==> config.mk <==
export PLATFORM = sky130hd
export DESIGN_NAME = serial_seq_tx
export DESIGN_NICKNAME = d
export VERILOG_FILES = /design/src/rtl/serial_seq_pkg.sv /design/src/rtl/seq_pair_counter.sv /design/src/rtl/serial_seq_tx.sv
export SDC_FILE = /design/constraint.sdc
export NUM_CORES = 1
export LEC_CHECK = 0
export ABC_AREA = 1
export CAP_MARGIN = 20
export CORE_MARGIN = 3
export CORE_UTILIZATION = 49
export DETAILED_ROUTE_END_ITERATION = 10
export GPL_ROUTABILITY_DRIVEN = 0
export PLACE_DENSITY = 0.72
export SYNTH_ARGS = -nofsm -noshare
export SYNTH_HDL_FRONTEND = slang
export SYNTH_SLANG_ARGS = --single-unit
==> constraint.sdc <==
create_clock -name clk -period 1.2 [get_ports clk]
set_input_delay 0.12 -clock clk [delete_from_list [all_inputs] [get_ports clk]]
set_output_delay 0.12 -clock clk [all_outputs]
set_load 0.005 [all_outputs]
==> src/rtl/serial_seq_pkg.sv <==
// -----------------------------------------------------------------------------
// serial_seq_pkg
// Shared definitions for the serial pattern transmitter and its pair counter:
// default widths and the 2-bit transmitter state encoding.
// -----------------------------------------------------------------------------
package serial_seq_pkg;

  localparam int DEF_WIDTH  = 8;  // pattern length in bits
  localparam int DEF_CNT_W  = 4;  // repeat count width
  localparam int DEF_PAIR_W = 8;  // saturating "11" pair counter width

  typedef enum logic [1:0] {
    IDLE  = 2'd0,
    SHIFT = 2'd1,
    GAP   = 2'd2,
    DONE  = 2'd3
  } state_t;

endpackage

==> src/rtl/seq_pair_counter.sv <==
// -----------------------------------------------------------------------------
// seq_pair_counter
// Counts 1-after-1 adjacencies in a stream of valid bits. Holds the previous
// valid bit and a saturating counter. Also usable as a detector scoreboard.
//
// Ports:
//   clk         rising-edge clock
//   reset_n     asynchronous active-low reset
//   i_clear     start a new count; with i_valid the bit seeds the prev register
//   i_valid     i_bit is a real stream bit on this edge
//   i_bit       stream bit
//   o_pair_cnt  number of 1-after-1 pairs since the last clear (saturating)
// -----------------------------------------------------------------------------
module seq_pair_counter #(
  parameter int PAIR_W = 8
) (
  input  logic              clk,
  input  logic              reset_n,
  input  logic              i_clear,
  input  logic              i_valid,
  input  logic              i_bit,
  output logic [PAIR_W-1:0] o_pair_cnt
);

  logic              r_prev;
  logic [PAIR_W-1:0] r_cnt;

  // NOTE: sequential state uses non-blocking (<=) so every register samples
  // pre-edge values regardless of statement order.
  always_ff @(posedge clk or negedge reset_n) begin
    if (!reset_n) begin
      r_prev <= 1'b0;
      r_cnt  <= '0;
    end else if (i_clear) begin
      // The first bit of a new stream cannot complete a pair.
      r_cnt  <= '0;
      r_prev <= i_valid & i_bit;
    end else if (i_valid) begin
      r_prev <= i_bit;
      if (r_prev && i_bit && (r_cnt != '1)) begin
        r_cnt <= r_cnt + PAIR_W'(1);
      end
    end
  end

  assign o_pair_cnt = r_cnt;

endmodule

==> src/rtl/serial_seq_tx.sv <==
// -----------------------------------------------------------------------------
// serial_seq_tx
// Loads a WIDTH-bit pattern, shifts it out MSB-first one bit per clock, and
// repeats it repeat_cnt extra times with a single guard zero between repeats.
// Counts emitted "11" adjacencies for cross-checking a sequence detector.
//
// Ports:
//   clk, reset_n   clock, asynchronous active-low reset
//   load           transaction request, accepted only while in_ready=1
//   pattern        bits to send (MSB first), sampled on accept
//   repeat_cnt     extra repetitions, sampled on accept
//   in_ready       high only in IDLE
//   serial_out     registered serial bit
//   bit_valid      serial_out carries a pattern or guard bit
//   busy           high in SHIFT or GAP
//   done           one-cycle pulse after the final bit
//   pair_cnt       1-after-1 pairs in the current/last transaction
// -----------------------------------------------------------------------------
module serial_seq_tx
  import serial_seq_pkg::*;
#(
  parameter int WIDTH  = DEF_WIDTH,
  parameter int CNT_W  = DEF_CNT_W,
  parameter int PAIR_W = DEF_PAIR_W
) (
  input  logic              clk,
  input  logic              reset_n,
  input  logic              load,
  input  logic [WIDTH-1:0]  pattern,
  input  logic [CNT_W-1:0]  repeat_cnt,
  output logic              in_ready,
  output logic              serial_out,
  output logic              bit_valid,
  output logic              busy,
  output logic              done,
  output logic [PAIR_W-1:0] pair_cnt
);

  localparam int BC_W = $clog2(WIDTH + 1);

  state_t            r_state,  w_state_nxt;
  logic [WIDTH-1:0]  r_pattern, w_pattern_nxt;
  logic [WIDTH-1:0]  r_shreg,  w_shreg_nxt;
  logic [BC_W-1:0]   r_bitcnt, w_bitcnt_nxt;
  logic [CNT_W-1:0]  r_reps,   w_reps_nxt;
  logic              r_serial, w_serial_nxt;
  logic              r_valid,  w_valid_nxt;
  logic              r_done,   w_done_nxt;
  logic              w_accept;

  // NOTE: every signal gets a default before the case so no path leaves a
  // value unassigned, which would otherwise infer a latch.
  always_comb begin
    w_state_nxt   = r_state;
    w_pattern_nxt = r_pattern;
    w_shreg_nxt   = r_shreg;
    w_bitcnt_nxt  = r_bitcnt;
    w_reps_nxt    = r_reps;
    w_serial_nxt  = 1'b0;
    w_valid_nxt   = 1'b0;
    w_done_nxt    = 1'b0;
    w_accept      = 1'b0;

    unique case (r_state)
      IDLE: begin
        if (load) begin
          w_accept      = 1'b1;
          w_pattern_nxt = pattern;
          w_reps_nxt    = repeat_cnt;
          w_serial_nxt  = pattern[WIDTH-1];
          w_valid_nxt   = 1'b1;
          w_shreg_nxt   = pattern << 1;
          w_bitcnt_nxt  = BC_W'(1);
          w_state_nxt   = SHIFT;
        end
      end
      SHIFT: begin
        if (r_bitcnt < BC_W'(WIDTH)) begin
          w_serial_nxt = r_shreg[WIDTH-1];
          w_valid_nxt  = 1'b1;
          w_shreg_nxt  = r_shreg << 1;
          w_bitcnt_nxt = r_bitcnt + BC_W'(1);
        end else if (r_reps != '0) begin
          // Guard zero: a valid bit, so it breaks pairs across repeats.
          w_valid_nxt = 1'b1;
          w_reps_nxt  = r_reps - CNT_W'(1);
          w_state_nxt = GAP;
        end else begin
          w_done_nxt  = 1'b1;
          w_state_nxt = DONE;
        end
      end
      GAP: begin
        w_serial_nxt = r_pattern[WIDTH-1];
        w_valid_nxt  = 1'b1;
        w_shreg_nxt  = r_pattern << 1;
        w_bitcnt_nxt = BC_W'(1);
        w_state_nxt  = SHIFT;
      end
      DONE: begin
        w_state_nxt = IDLE;
      end
      default: w_state_nxt = IDLE;
    endcase
  end

  // The captured pattern is reset along with the rest of the datapath, so
  // no register carries an X into a GAP reload after reset.
  always_ff @(posedge clk or negedge reset_n) begin
    if (!reset_n) begin
      r_state   <= IDLE;
      r_pattern <= '0;
      r_shreg   <= '0;
      r_bitcnt  <= '0;
      r_reps    <= '0;
      r_serial  <= 1'b0;
      r_valid   <= 1'b0;
      r_done    <= 1'b0;
    end else begin
      r_state   <= w_state_nxt;
      r_pattern <= w_pattern_nxt;
      r_shreg   <= w_shreg_nxt;
      r_bitcnt  <= w_bitcnt_nxt;
      r_reps    <= w_reps_nxt;
      r_serial  <= w_serial_nxt;
      r_valid   <= w_valid_nxt;
      r_done    <= w_done_nxt;
    end
  end

  // Fed with the same next-cycle values as serial_out/bit_valid, so the count
  // tracks exactly the bits that appear on the line.
  seq_pair_counter #(
    .PAIR_W (PAIR_W)
  ) u_pair_counter (
    .clk        (clk),
    .reset_n    (reset_n),
    .i_clear    (w_accept),
    .i_valid    (w_valid_nxt),
    .i_bit      (w_serial_nxt),
    .o_pair_cnt (pair_cnt)
  );

  assign in_ready   = (r_state == IDLE);
  assign busy       = (r_state == SHIFT) || (r_state == GAP);
  assign serial_out = r_serial;
  assign bit_valid  = r_valid;
  assign done       = r_done;

endmodule

==> Slide: Implementation Results <==
Key Metrics from the Run

Status
  • Outcome: finished with violations
  • Violated checks: setup timing

Drt
  • Drt total wl: 5.72 mm
  • DR vias: 2027
  • Met2 wire len: 2.91 mm
  • DR iter-0 viols: 129
  • DRC: 0
  • Met1 wire length: 2.42 mm
  • Detail Route met3 WL: 235 microns
  • Post-DRT Antenna Nets: 0
  • Max layer used: met4
  • Wire length per cell: 14.9 microns
  • DR vias/cell: 5.29
  • First-pass detailed-route iteration total: 4

Synth
  • Ys Warns: 0
  • Netlist cell types: 30
  • Synthesized area: 2060 sq um
  • EDFF count, synth: 0
  • Async S/R FF share, synth: 1.00
  • Leading post-synthesis cells by cell area: dfrtp_1, nand2_1, ha_1
  • Synth Seq Share: 0.449
  • Mapped Cells: 260
  • Top FF cell, synth: dfrtp_1
  • Synthesized net count: 284
  • YS chip area: 2060 sq um
  • Flops after synth: 37
  • Post-synth top cells: nand2_1, dfrtp_1, inv_1
  • Top-count cell post-synth: nand2_1
  • Synthesized area per cell: 7.93 sq um
  • Leading area contributor after synthesis: dfrtp_1
  • Yosys cell count: 260
  • Area share, top type: 0.449

Timing
  • Hold Slack: 202 ps
  • Rel. slew slack: 0.807
  • Final period util: 1.23
  • Setup TNS: -6790 ps
  • Setup WS post-layout: -274 ps
  • Fmax: 679 MHz
  • Hold Fails Final Rpt: 0
  • Final min period: 1470 ps
  • Clock Skews: 10.9 ps
  • Max-slew violations: 0
  • RSZ-0062 raised after global routing: true
  • Least-Margin Pin Slew: 289 ps
  • Final Setup Violations: 39

Critical path
  • Most used cell, CP: inv_2
  • FF-to-FF setup slack: -270 ps
  • Max FO, Critical Path: 4
  • Worst setup EP type: flip-flop
  • CP Data Arrival Time: 1680 ps
  • Worst Setup SP: r_state[1]$_DFFE_PN0P_
  • Critical Path RT: 1410 ps
  • Worst R2R Start: r_state[1]$_DFFE_PN0P_
  • Kind of critical path: reg2reg
  • Worst path cell trace: inv_2, ha_4, nand2_1, nand2_2, inv_2, nand2_4, buf_6, o31ai_2
  • CP max-delay cell: dfrtp_1
  • CP peak stage delay: 400 ps
  • Startpoint class of the critical path: flip-flop
  • Worst r2r dst: r_bitcnt[2]$_DFFE_PN0P_
  • Crit path to: r_bitcnt[2]$_DFFE_PN0P_
  • R2R cell count: 8

Power
  • P_int: 0.00175 W
  • P_leak: 1.53 nW
  • Final Power: 0.00223 W
  • Flop pwr share: 0.560
  • Combinational power share: 0.040
  • PD cells: 714 nW/um^2
  • Clock share of power: 0.400
  • Max VDD drop: 0.683 mV
  • Psw: 0.000478 W
  • Switching Share: 0.214

Cells and area
  • Inserted Diodes: 0
  • Utilization after layout: 0.810
  • Nets: 359
  • Layout cell share with drive strength beyond 1: 0.337
  • Final-layout fill cell count: 222
  • Non-filler cells, final: 383
  • Area Overhead vs Synth: 51.5%
  • Final Instance Area: 3120 sq um

Clock tree
  • Clock Latency Late Sink: 300 ps
  • Root buffer cell: clkbuf_8
  • TritonCTS clock tree: done
  • Hold buffer count at cts: 0
  • Largest buffer count on any clock path: 2
  • H-tree levels: 2
  • Worst-path clk slew: 80 ps

Placement
  • Placed cell area: 2630 sq um
  • Port Buffers: 27
  • Final HPWL DP: 3.13 mm
  • DP Worst Slack: -238 ps
  • Placed cells: 358

GRT
  • Grt ovf: 0
  • Met1 usage: 0.285
  • Vias in the first global route: 1917
  • Global Route met2 Usage: 0.360
  • Global-route track usage on met3: 0.0554
  • Overall routing resource usage: 0.219
  • Initial antenna violation count: 0
  • Layer with the highest usage: met2
  • First-pass GRT wire length: 8.80 mm
  • Largest net degree at the start of global routing: 38

Run
  • Count of tool warnings: 34
  • Max-cap violations: 0

Die
  • Die ar.: 5020 sq um
  • I/O pin cnt: 28
  • Site Rows: 22
  • Floorplan core density: 0.535
  • Die x size: 70.9 microns
  • Core Area: 3850 sq um
  • Die height: 70.9 microns

Min path
  • HP Class: in2async
==> layout by cell type (no fill, tap or decap), types with 5 or more instances in the layout <==
cell,count
nand2_1,65
dfrtp_1,37
buf_4,33
inv_1,25
nand3_1,15
nor2_1,14
nand2_2,14
clkdlybuf4s50_1,14
o21ai_1,13
buf_6,10
o21ai_0,9
dlygate4sd2_1,9
nand2_4,6
clkbuf_8,6
inv_2,5
==> cell families (layout without fill, tap and decap cells) <==
logic type      after synthesis  in the layout  share of synthesized area
simple gates                134            135                      0.299
buf+inv                      42            116                     0.0862
flops                        37             37                      0.449
compound gates               35             35                     0.0984
fa+ha+maj                     9              9                     0.0546
xor+xnor                      3              3                     0.0128
==> layout make-up <==
cell class	count	area, sq um	area share
clock buffer	7	86.3	0.0277
inverter	35	146	0.0469
multi-input combinational	182	1200	0.386
sequential	37	926	0.297
tap	48	60.1	0.0192
timing repair buffer	74	699	0.224
==> power groups by stage <==
stage	clock, W	sequential, W	combinational (W)
after global routing	0.000968	0.00125	0.0000977
after global placement	0	0.00127	0.0000858
after floorplan	0	0.00127	0.00000355
after detailed placement	0	0.00127	0.0000874
final	0.000892	0.00125	0.0000893
after CTS	0.000895	0.00125	0.0000899
==> worst max-delay path: cells and delay by family (launching register included) <==
kind / cells / cell delay [ps]
AND-OR/OR-AND: 1 / 190
adder cells (fa/ha/maj): 1 / 200
buffers and inverters: 3 / 300
flip-flops: 1 / 400
AND/OR/NAND/NOR: 3 / 300
==> repair_timing <==
action	in CTS	in global routing
cloned	1	1
pin swaps	13	7
setup buffers	11	5
setup endpoints to repair	48	40
resized	59	33
==> state kept, by name, indices dropped and copies added (netlist names), 2 cells and up <==
name	cells
u_pair_counter.o_pair_cnt	8
r_reps	4
r_pattern	8
r_shreg	7
r_state	2
r_bitcnt	4
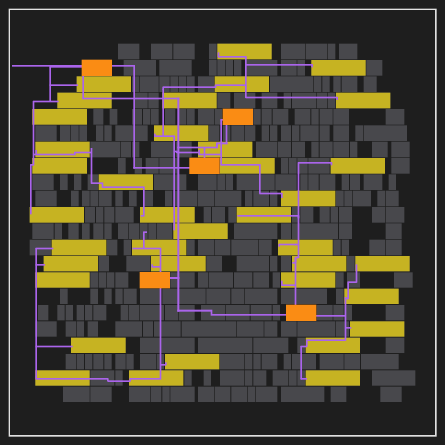
(images/clock_wires.png)
Drawn at 6 px/micron.
clock-net drivers -> orange  # count 5
flip-flops -> yellow  # count 37
clock wires -> purple  # length 514 microns
flops lie = widely spread

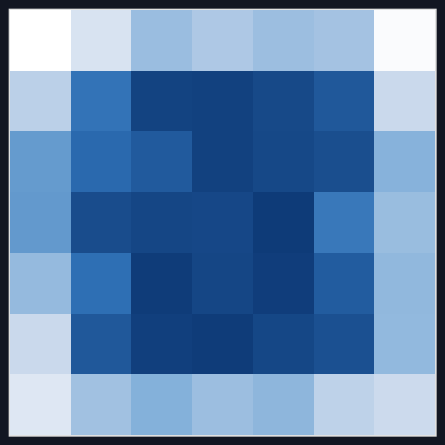
(images/util_map.png)
Drawn at 6 px/micron. 7 x 7 tiles, from white (low) to dark blue (high), 0 to 100% covered.
tiles over 75% full = 45%
fullest tile = 96%
mean over tiles = 61%
emptiest ninth of the die = top left

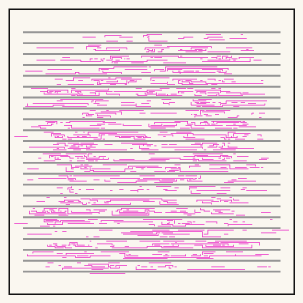
(images/m1.png)
Drawn at 4 px/micron. Supply wires on this layer in gray.
longest straight run = 21.2 microns
main direction = horizontal
share of all routed wire = 42%
nets with wire on the layer = 326

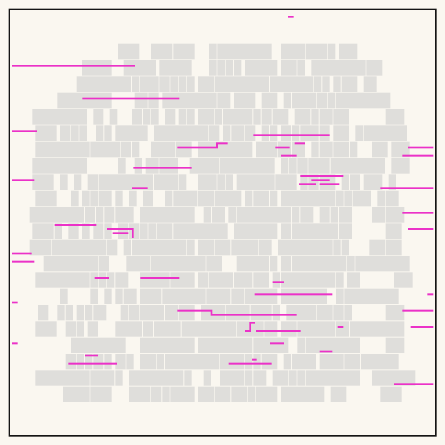
(images/m3.png)
Drawn at 6 px/micron. Cells faint in the background.
nets with wire on the layer = 35
share of all routed wire = 4.1%

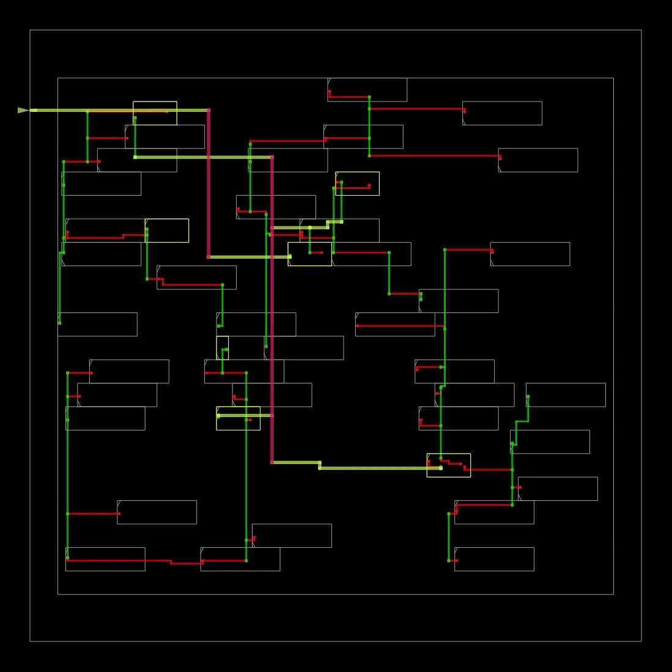
(images/clock_nets.png)
cts bufs inserted: 5
CTS sink count: 37

Power and IR drop assume default switching activity.
